`src/rtl/conditional_adder_tree.sv`:
```
// -----------------------------------------------------------------------------
// conditional_adder_tree
//
// Pipelined signed adder tree over NUM_CHANNELS packed samples. Each channel is
// optionally included (add_select_i) and optionally subtracted (negate_i). The
// per-sample controls are captured together with the data, so every result uses
// the controls that arrived with its own sample.
//
// Pipeline (L = clog2(NUM_CHANNELS) + 2 cycles from valid_i to valid_o):
//   stage 0   : capture data_i / add_select_i / negate_i when valid_i = 1
//   levels    : one register per binary-tree level; the channel count is
//               zero-padded up to the next power of two
//   output    : range-reduce to OUTPUT_WIDTH and register
//
// Internal arithmetic runs at FW = INPUT_WIDTH + clog2(NUM_CHANNELS) + 1 bits,
// which holds the worst case, including negation of the most negative sample.
//
// Build option:
//   CONDITIONAL_ADDER_SATURATE_EN  defined   -> out-of-range results clamp and
//                                               set the sticky overflow_o
//                                  undefined -> results wrap to OUTPUT_WIDTH
//                                               LSBs, overflow_o tied to 0
//
// Ports:
//   clk_i         sole clock, rising edge
//   rst_i         synchronous active-high reset
//   valid_i       data_i / add_select_i / negate_i valid this cycle
//   add_select_i  bit k includes channel k in the sum
//   negate_i      bit k subtracts channel k instead of adding it
//   data_i        packed signed samples, channel k at [k*INPUT_WIDTH +: INPUT_WIDTH]
//   clear_ovf_i   clears overflow_o (a coincident new overflow wins)
//   data_o        signed registered sum, held while valid_o = 0
//   valid_o       one-cycle strobe per accepted sample, in input order
//   overflow_o    sticky: some result exceeded the OUTPUT_WIDTH signed range
// -----------------------------------------------------------------------------
module conditional_adder_tree #(
    parameter int unsigned NUM_CHANNELS = 4,
    parameter int unsigned INPUT_WIDTH  = 14,
    parameter int unsigned OUTPUT_WIDTH = INPUT_WIDTH + 2
) (
    input  logic                                clk_i,
    input  logic                                rst_i,
    input  logic                                valid_i,
    input  logic [NUM_CHANNELS-1:0]             add_select_i,
    input  logic [NUM_CHANNELS-1:0]             negate_i,
    input  logic [NUM_CHANNELS*INPUT_WIDTH-1:0] data_i,
    input  logic                                clear_ovf_i,
    output logic signed [OUTPUT_WIDTH-1:0]      data_o,
    output logic                                valid_o,
    output logic                                overflow_o
);

    localparam int unsigned Levels    = $clog2(NUM_CHANNELS);
    localparam int unsigned Padded    = 1 << Levels;
    localparam int unsigned FullWidth = INPUT_WIDTH + Levels + 1;
    localparam int unsigned ExtBits   = FullWidth - INPUT_WIDTH;

    // -------------------------------------------------------------------------
    // Stage 0: capture a sample and its controls only when valid_i is high.
    // -------------------------------------------------------------------------
    logic [NUM_CHANNELS*INPUT_WIDTH-1:0] data_q;
    logic [NUM_CHANNELS-1:0]             sel_q;
    logic [NUM_CHANNELS-1:0]             neg_q;
    logic                                s0_vld_q;

    always_ff @(posedge clk_i) begin
        if (rst_i) begin
            data_q   <= '0;
            sel_q    <= '0;
            neg_q    <= '0;
            s0_vld_q <= 1'b0;
        end else begin
            s0_vld_q <= valid_i;
            if (valid_i) begin
                data_q <= data_i;
                sel_q  <= add_select_i;
                neg_q  <= negate_i;
            end
        end
    end

    // -------------------------------------------------------------------------
    // Per-channel conditioned terms at full width; pad channels read as zero.
    // -------------------------------------------------------------------------
    logic signed [FullWidth-1:0] term [Padded];

    for (genvar k = 0; k < Padded; k++) begin : g_term
        if (k < NUM_CHANNELS) begin : g_real
            logic signed [INPUT_WIDTH-1:0] sample;
            logic signed [FullWidth-1:0]   sample_ext;

            assign sample     = $signed(data_q[k*INPUT_WIDTH +: INPUT_WIDTH]);
            // Extend before negating so -(-2^(W-1)) is representable.
            assign sample_ext = {{ExtBits{sample[INPUT_WIDTH-1]}}, sample};
            assign term[k]    = !sel_q[k] ? '0 :
                                neg_q[k]  ? -sample_ext : sample_ext;
        end else begin : g_pad
            assign term[k] = '0;
        end
    end

    // -------------------------------------------------------------------------
    // Binary tree: level l holds Padded >> (l+1) registered partial sums.
    // Each level only loads when the level feeding it carries a valid sample.
    // -------------------------------------------------------------------------
    for (genvar l = 0; l < Levels; l++) begin : g_lvl
        localparam int unsigned Nodes = Padded >> (l + 1);

        logic signed [FullWidth-1:0] in_sum [2*Nodes];
        logic                        in_vld;
        logic signed [FullWidth-1:0] sum_q  [Nodes];
        logic                        vld_q;

        if (l == 0) begin : g_src
            assign in_sum = term;
            assign in_vld = s0_vld_q;
        end else begin : g_src
            assign in_sum = g_lvl[l-1].sum_q;
            assign in_vld = g_lvl[l-1].vld_q;
        end

        always_ff @(posedge clk_i) begin
            if (rst_i) begin
                vld_q <= 1'b0;
                for (int i = 0; i < Nodes; i++) begin
                    sum_q[i] <= '0;
                end
            end else begin
                vld_q <= in_vld;
                if (in_vld) begin
                    for (int i = 0; i < Nodes; i++) begin
                        sum_q[i] <= in_sum[2*i] + in_sum[2*i+1];
                    end
                end
            end
        end
    end

    logic signed [FullWidth-1:0] full_sum;
    logic                        full_vld;

    assign full_sum = g_lvl[Levels-1].sum_q[0];
    assign full_vld = g_lvl[Levels-1].vld_q;

    // -------------------------------------------------------------------------
    // Output range reduction.
    // -------------------------------------------------------------------------
    logic signed [OUTPUT_WIDTH-1:0] result_d;
    logic                           ovf_d;
    logic signed [OUTPUT_WIDTH-1:0] result_q;
    logic                           vld_out_q;
    logic                           ovf_q;

`ifdef CONDITIONAL_ADDER_SATURATE_EN
    localparam logic signed [FullWidth-1:0] MaxOut =
        {{(FullWidth-OUTPUT_WIDTH+1){1'b0}}, {(OUTPUT_WIDTH-1){1'b1}}};
    localparam logic signed [FullWidth-1:0] MinOut =
        {{(FullWidth-OUTPUT_WIDTH+1){1'b1}}, {(OUTPUT_WIDTH-1){1'b0}}};

    logic too_high;
    logic too_low;

    assign too_high = full_sum > MaxOut;
    assign too_low  = full_sum < MinOut;

    always_comb begin
        result_d = full_sum[OUTPUT_WIDTH-1:0];
        if (too_high) begin
            result_d = {1'b0, {(OUTPUT_WIDTH-1){1'b1}}};
        end else if (too_low) begin
            result_d = {1'b1, {(OUTPUT_WIDTH-1){1'b0}}};
        end
    end

    // A new overflow takes priority over a coincident clear.
    always_comb begin
        ovf_d = ovf_q;
        if (full_vld && (too_high || too_low)) begin
            ovf_d = 1'b1;
        end else if (clear_ovf_i) begin
            ovf_d = 1'b0;
        end
    end
`else
    logic unused_bits;

    // Plain two's-complement wrap; the flag and its clear have no effect.
    assign result_d    = full_sum[OUTPUT_WIDTH-1:0];
    assign ovf_d       = 1'b0;
    assign unused_bits = ^{clear_ovf_i, full_sum};
`endif

    always_ff @(posedge clk_i) begin
        if (rst_i) begin
            result_q  <= '0;
            vld_out_q <= 1'b0;
            ovf_q     <= 1'b0;
        end else begin
            vld_out_q <= full_vld;
            ovf_q     <= ovf_d;
            if (full_vld) begin
                result_q <= result_d;
            end
        end
    end

    assign data_o     = result_q;
    assign valid_o    = vld_out_q;
    assign overflow_o = ovf_q;

endmodule

```
`config.mk`:
```
export PLATFORM = sky130hd
export DESIGN_NAME = conditional_adder_tree
export DESIGN_NICKNAME = d
export VERILOG_FILES = /design/src/rtl/conditional_adder_tree.sv
export SDC_FILE = /design/constraint.sdc
export NUM_CORES = 1
export LEC_CHECK = 0
export CORE_MARGIN = 2
export CORE_UTILIZATION = 26
export CTS_CLUSTER_SIZE = 30
export DETAILED_ROUTE_END_ITERATION = 8
export DONT_BUFFER_PORTS = 1
export HOLD_SLACK_MARGIN = 0.02
export PLACE_DENSITY = 0.48
export SLEW_MARGIN = 20
export SYNTH_ARGS = -nofsm -noshare
export SYNTH_HDL_FRONTEND = slang
export SYNTH_SLANG_ARGS = --single-unit
```
`constraint.sdc`:
```
create_clock -name clk_i -period 3.9 [get_ports clk_i]
set_input_delay 0.78 -clock clk_i [delete_from_list [all_inputs] [get_ports clk_i]]
set_output_delay 0.78 -clock clk_i [all_outputs]
set_load 0.005 [all_outputs]
```
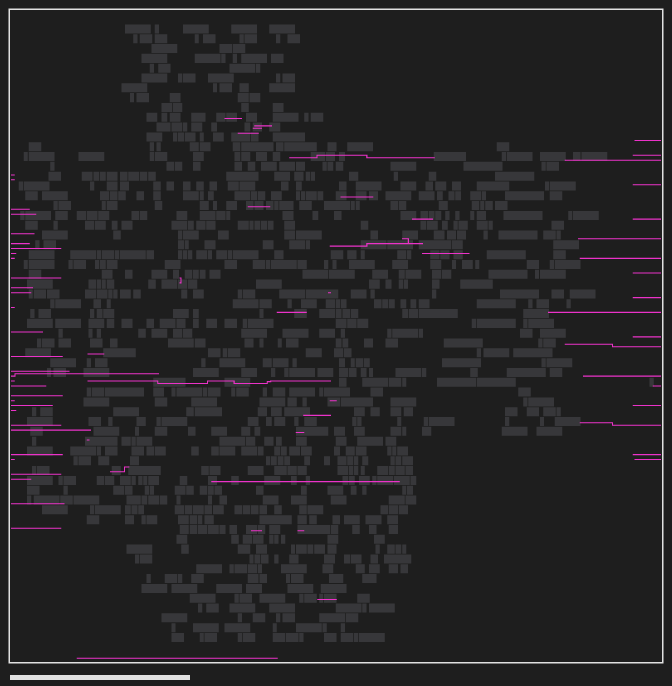
Figure 1: met3 routing.
The bar under the picture is 50 um long.
main direction	horizontal
longest straight run	55.4 um

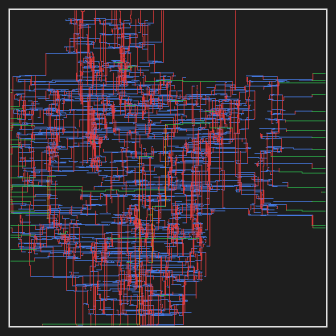
Figure 2: routed metal, one color a layer.
color	layer	wire length
orange	M4	199 um
green	M3	869 um
red	M2	8,100 um
blue	M1	9,880 um

==> run summary <==
Results of the flow run.

Per the run report, area growth between synthesis and finish was 12.0%. The total of buffers placed on input and output ports stands at 0. The post-detailed-route via-to-cell ratio stands at 4.64. The post-route cell area stands at 9090 um2. The number of global-route vias before repair is 5,837. The tree built by TritonCTS fans out to 132 sinks. The floorplan report lists the tap cell count as 396. The layout report lists the clock-cell share of area as 0.0655. The yosys synthesis warning count stands at 0. More flip-flops sit in one register than any other, and that register is data_q.

Per the final layout report, the fraction of cells sized above drive strength 1 comes to 0.0563. The report lists the cells along the critical path as or4_4, or4_2, nand2_1, xnor2_1, and2_1, ha_1, a21o_1, a41oi_1, o21ai_0, a31o_2, xnor2_1, a211oi_2. The worst setup path is captured at a flop.

met2 is the most crowded layer. After synthesis, the share of flip-flops with an asynchronous set or reset is 0. In the final design database the tool counted 1,013 nets. Of the total synthesized cell area, the portion taken by XOR and XNOR cells is 0.0863. The transition time at the pin with the least slew margin stands at 937 ps.

The power report attributes to the combinational group a share of 0.101. Post-CTS repair ended up resizing 0 cells. The total I/O pin count stands at 86. Of all cell types, the one taking the most synthesized area is dfxtp_1.

In this run the full chip footprint comes out at 32,600 um2. The design has 132 sequential cells. After synthesis, the share of cell area in mux cells is 0.127. Per the STA report, the cell with the highest stage delay on the worst path is or4_2. The routability congestion estimate from global placement stands at 0.783. Counting both buffers and inverters, the worst setup path holds a total of 0. Once placement completed, the tool counted placed cells totaling 1,270.

STA classifies the critical path startpoint as a flop. The post-synth register bit count is 132. Among the non-sequential cells, simple AND/OR/NAND/NOR gates take the most area.

The count of non-CTS buffers in the layout stands at 5. The adder-cell area share of the yosys netlist stands at 0.0829. Looking at hold timing, the worst path starts from rst_i.

The count of hold-fix buffers inserted at cts stands at 0. The total net switching power stands at 0.936 mW. The script computed the net switching share of total power as 0.266. The first-pass iteration count of the detailed router stands at 7. Ranked by total cell area, the synthesized netlist is headed by dfxtp_1 (29%), mux2i_1 (13%), ha_1 (7.6%), xnor2_1 (7.4%), nor2_1 (6.3%). The STA report counts the stages on the worst setup path as 12.

The setup TNS stands at 0 ps. Counting stages on the worst path, the most repeated cell is xnor2_1. Multi-input logic gates represent a cell area share of 0.559. Per the cell usage report, the commonest logic cells after layout are nor2_1 (137), dfxtp_1 (115), mux2i_1 (103).

Among all cell classes, the greatest summed area belongs to multi-input combinational cells. Of the total standard cell area in the layout, the sequential portion is 0.308. The number of distinct library cell variants in the gate-level netlist after synthesis stands at 57. OpenROAD emitted warnings numbering 29. The synth_stat.txt file lists the number of cells as 909.

The core occupancy in the finished layout stands at 0.297. The final design was reported to hold multi-input combinational gates totalling 716. The total leakage power stands at 3.70 nW. The final timing report lists a max-slew violation count of 0. Post-synth the commonest register cell is dfxtp_1. The group that draws the most power in this run is clock. For met2 alone, demand over resource in global routing was 0.174. Setup slack on the worst reg-to-reg path comes out at 270 ps. Per the synthesis report, the AND-OR/OR-AND share of the synthesized area is 0.133. The synthesized instance count stands at 909. In the synthesized netlist, the cells that appear most often are nor2_1 (137), dfxtp_1 (116), mux2i_1 (103), xnor2_1 (69), and2_1 (51). The data arrival at the endpoint of the critical path stands at 3990 ps. The global-route wire length before repair stands at 31,100 um. The clock transition time at the flip-flop clock pins of the worst setup and hold paths stands at 70 ps. The upper clock frequency limit stands at 275 MHz.

The report shows a maximum critical-path fanout of 6. The per-cell routed wire length stands at 14.6 um. Per the synthesis report, the simple-gate share of the synthesized area is 0.197. The met1 usage stands at 0.167. The internal power contribution stands at 2.58 mW.

The power in sequential cells stands at 1.52 mW. Signal nets in the final route climb as high as met4. The worst hold margin stands at 458 ps.

The register with the most flip-flops in the layout has 56 of them. The clock latency of the later-clocked register in the worst-skew pair stands at 430 ps. The top cell type in the final layout, fill and taps aside, is nor2_1. The most critical setup path has its endpoint at g_lvl[0].sum_q[32]. Total global-route track usage over all layers is 0.119. The placed cell area stands at 8500 um2. The HPWL reported at the end of detailed placement stands at 14,100 um.

The total congestion overflow stands at 0. Per the summary, power density relative to cell area is 386 nW/um2. The final timing report counts setup violations totalling 0. The instance count along the most critical hold path stands at 1. The number of clock buffer instances in the layout stands at 17. The combinational power stands at 0.355 mW.

Per report_power, the Clock row totals 1.64 mW. STA reports the tightest min-delay check as being of type primary input to flop. The total CTS buffers stands at 17. The non-clock inverter instance count of the final layout stands at 21.

The DRC violation total after the first TritonRoute iteration stands at 265. TritonCTS built the clock tree. The wire length the detailed router placed on met1 stands at 9880 um. In this run the clock root is driven by a clkbuf_16.

The kind of cell with the highest combined delay along the critical path is simple AND/OR/NAND/NOR gates. Yosys instantiated no cell more often than nor2_1. The die is 181 um tall. The total area inside the core boundary comes to 30,700 um2.

The post-CTS setup buffer count stands at 0. The overall routed net length stands at 19,100 um. The clock period could shrink to 3630 ps.

The wire length on met3 stands at 868 um. The post-synth tally of flip-flops with integrated enable stands at 16. The synthesized net count stands at 1,029.

Prior to clock tree synthesis, the placed netlist has a worst setup slack of 297 ps. The power report attributes to the sequential group a share of 0.432. The maximum root-to-sink buffer count stands at 2. The met3 capacity usage during global routing stands at 0.0346.

The path with the worst hold slack has its endpoint at data_o[15]. The overall power of the completed layout stands at 3.51 mW. The area taken by multi-input logic gates stands at 5080 um2. According to the timing report, the data required time at the worst endpoint equals 4250 ps. By startpoint and endpoint, the worst setup path is classified as flop to flop.

Of the synthesized area, sequential elements account for 0.345. The summed standard-cell area reported by yosys stands at 8120 um2. The initial antenna violation count came to 0. The final cell count without fillers stands at 1,302. The share of the cycle needed by the critical path after routing stands at 0.932. The DRC violation total left in the routed layout is recorded as 0. The max-slew headroom at the worst pin stands at 0.375. For reference, the placement row count at floorplan is 64. Hold-check failures listed in the final report amount to 0. The pin count of the biggest net entering global routing stands at 127. Setup slack on the critical path of the routed design comes to 265 ps. For the worst reg-to-reg path, the endpoint reported by OpenROAD is g_lvl[0].sum_q[32]. The post-synthesis instance area stands at 8120 um2.

The share of the synthesized area in the top cell type stands at 0.286. Per the layout report, the design carries 3,251 filler cells. The die width stands at 181 um. The antenna diode instance count stands at 0.

Per the power-grid run, VDD falls by no more than 0.000221 V. The flow ran to the end, and the final reports show no timing, DRC or antenna violations. The routed wire length on met2 stands at 8100 um. The count of cells along the worst register-to-register path stands at 12. The clock group share of total power stands at 0.468. The total via count in the routed design stands at 6,036.
Power figures rest on the tool's default switching activity, not on a simulated workload.
